**src/rtl/inst_fetch.sv**
```systemverilog
// Instruction fetch: PC register, registered instruction and IDLE/RUN/HALT control.
// Define FETCH_COUNT_EN to include a saturating count of instruction loads on FetchCount.
module inst_fetch #(
  parameter int                   A_WIDTH   = 11,
  parameter int                   I_WIDTH   = 9,
  parameter logic [I_WIDTH-1:0]   HALT_WORD = '1
) (
  input  logic               Clk,
  input  logic               Reset,
  input  logic               Start,
  input  logic [A_WIDTH-1:0] StartAddr,
  input  logic               Stall,
  input  logic               BranchEn,
  input  logic               BranchRel,
  input  logic [A_WIDTH-1:0] Target,
  input  logic [I_WIDTH-1:0] InstIn,
  output logic [A_WIDTH-1:0] InstAddress,
  output logic [I_WIDTH-1:0] InstReg,
  output logic [A_WIDTH-1:0] InstRegAddr,
  output logic               InstValid,
  output logic               Done,
  output logic [15:0]        FetchCount
);

  typedef enum logic [1:0] {IDLE, RUN, HALT} state_t;

  state_t             state_q, state_d;
  logic [A_WIDTH-1:0] pc_q, pc_d;
  logic [I_WIDTH-1:0] inst_q, inst_d;
  logic [A_WIDTH-1:0] inst_addr_q, inst_addr_d;
  logic               valid_q, valid_d;

  always_ff @(posedge Clk or negedge Reset) begin
    if (!Reset) begin
      state_q     <= IDLE;
      pc_q        <= '0;
      inst_q      <= '0;
      inst_addr_q <= '0;
      valid_q     <= 1'b0;
    end else begin
      state_q     <= state_d;
      pc_q        <= pc_d;
      inst_q      <= inst_d;
      inst_addr_q <= inst_addr_d;
      valid_q     <= valid_d;
    end
  end

  always_comb begin
    state_d     = state_q;
    pc_d        = pc_q;
    inst_d      = inst_q;
    inst_addr_d = inst_addr_q;
    valid_d     = valid_q;
    if (Start) begin
      state_d = RUN;
      pc_d    = StartAddr;
      valid_d = 1'b0;
    end else begin
      case (state_q)
        RUN: begin
          if (BranchEn) begin
            // Relative target is taken from the instruction that issued the branch.
            pc_d    = BranchRel ? (inst_addr_q + Target) : Target;
            valid_d = 1'b0;
          end else if (!Stall) begin
            inst_d      = InstIn;
            inst_addr_d = pc_q;
            valid_d     = 1'b1;
            if (InstIn == HALT_WORD) begin
              state_d = HALT;
            end else begin
              pc_d = pc_q + A_WIDTH'(1);
            end
          end
        end
        HALT:    valid_d = 1'b0;
        default: valid_d = 1'b0;
      endcase
    end
  end

  assign InstAddress = pc_q;
  assign InstReg     = inst_q;
  assign InstRegAddr = inst_addr_q;
  assign InstValid   = valid_q;
  assign Done        = (state_q == HALT);

`ifdef FETCH_COUNT_EN
  logic        load;
  logic [15:0] fcount_q;

  assign load = (state_q == RUN) && !Start && !BranchEn && !Stall;

  always_ff @(posedge Clk or negedge Reset) begin
    if (!Reset) begin
      fcount_q <= '0;
    end else if (Start) begin
      fcount_q <= '0;
    end else if (load && (fcount_q != 16'hFFFF)) begin
      fcount_q <= fcount_q + 16'd1;
    end
  end

  assign FetchCount = fcount_q;
`else
  assign FetchCount = 16'h0000;
`endif

endmodule

```
**config.mk**
```make
export PLATFORM = sky130hd
export DESIGN_NAME = inst_fetch
export DESIGN_NICKNAME = d
export VERILOG_FILES = /design/src/rtl/inst_fetch.sv
export SDC_FILE = /design/constraint.sdc
export NUM_CORES = 1
export LEC_CHECK = 0
export CAP_MARGIN = 15
export CORE_AREA = 3 3 78 87
export DETAILED_ROUTE_END_ITERATION = 7
export DIE_AREA = 0 0 81 90
export HOLD_SLACK_MARGIN = 0.12
export PLACE_DENSITY = 0.73
export SLEW_MARGIN = 20
export SYNTH_ARGS = -nofsm -noshare
export SYNTH_HDL_FRONTEND = slang
export SYNTH_SLANG_ARGS = --single-unit
export TNS_END_PERCENT = 50
```
**constraint.sdc**
```tcl
create_clock -name Clk -period 5.4 [get_ports Clk]
set_clock_uncertainty 0.2 [all_clocks]
set_input_delay 1.62 -clock Clk [delete_from_list [all_inputs] [get_ports Clk]]
set_output_delay 1.62 -clock Clk [all_outputs]
set_load 0.01 [all_outputs]
```
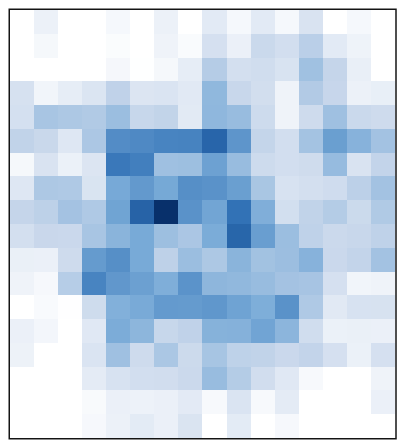
*Wire density map*
16 x 18 tiles, from white (low) to dark blue (high), scaled to the fullest tile. Values are wire area over tile area, all layers added.
emptiest ninth of the die: south-west
fullest tile: 0.62
mean over tiles: 0.15

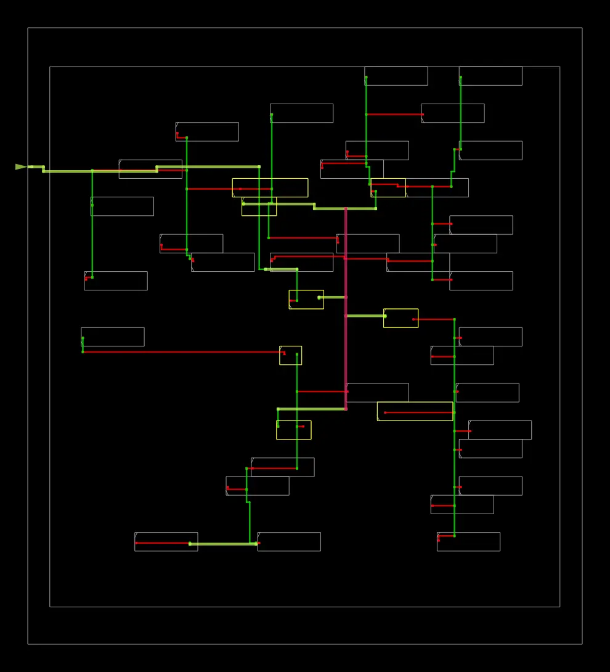
*Clock routing*
number of clock-tree buffers in the layout: 5
Clock group: 289 µW
seq_cells: 34
Inserted Clock Buffers: 5

==> results.py <==
# Metrics from the implementation run
metrics = {
    "outcome": {
        "status": "completed",
    },
    "placed_design": {
        "dp_slack_ps": 1240,
    },
    "sta": {
        "setup_viol_count_final": 0,
        "max-slew-margin-rel": 0.643,
    },
    "critical_path": {
        "crit_cells": 10,
        "start_kind": "input pin",
        "max_stage_delay_ps": 480,
        "end_kind": "flop",
    },
    "final_layout": {
        "layout.nets": 372,
        "layout_top_cell": "clkdlybuf4s50_1",
        "finish.utilization": 0.561,
        "comb_area_um2": 1470,
    },
    "routing": {
        "final_antenna_net_count": 0,
    },
    "pwr": {
        "pwr-share-comb": 0.417,
        "seqPwrFrac": 0.325,
        "p_per_area_nw_per_um2": 340,
        "report.power.total_uw": 1120,
    },
    "synth": {
        "netlist_logic_family_top": "AND-OR/OR-AND gates",
        "fa_ha_area_frac": 0.0639,
        "ys_seq_frac": 0.345,
        "syn_inst": 255,
    },
    "grt": {
        "grt_overflow": 0,
        "grt_pass1_wl_mm": 11.0,
        "gr-usage-all-layers": 0.191,
    },
    "clock_network": {
        "postCtsHoldBufs": 0,
        "cts_tree": "built",
        "cts.sinks": 34,
    },
    "run": {
        "tool_warnings": 26,
    },
    "floorplanning": {
        "tapcell.inserted": 77,
    },
}
Power and IR drop assume default switching activity.
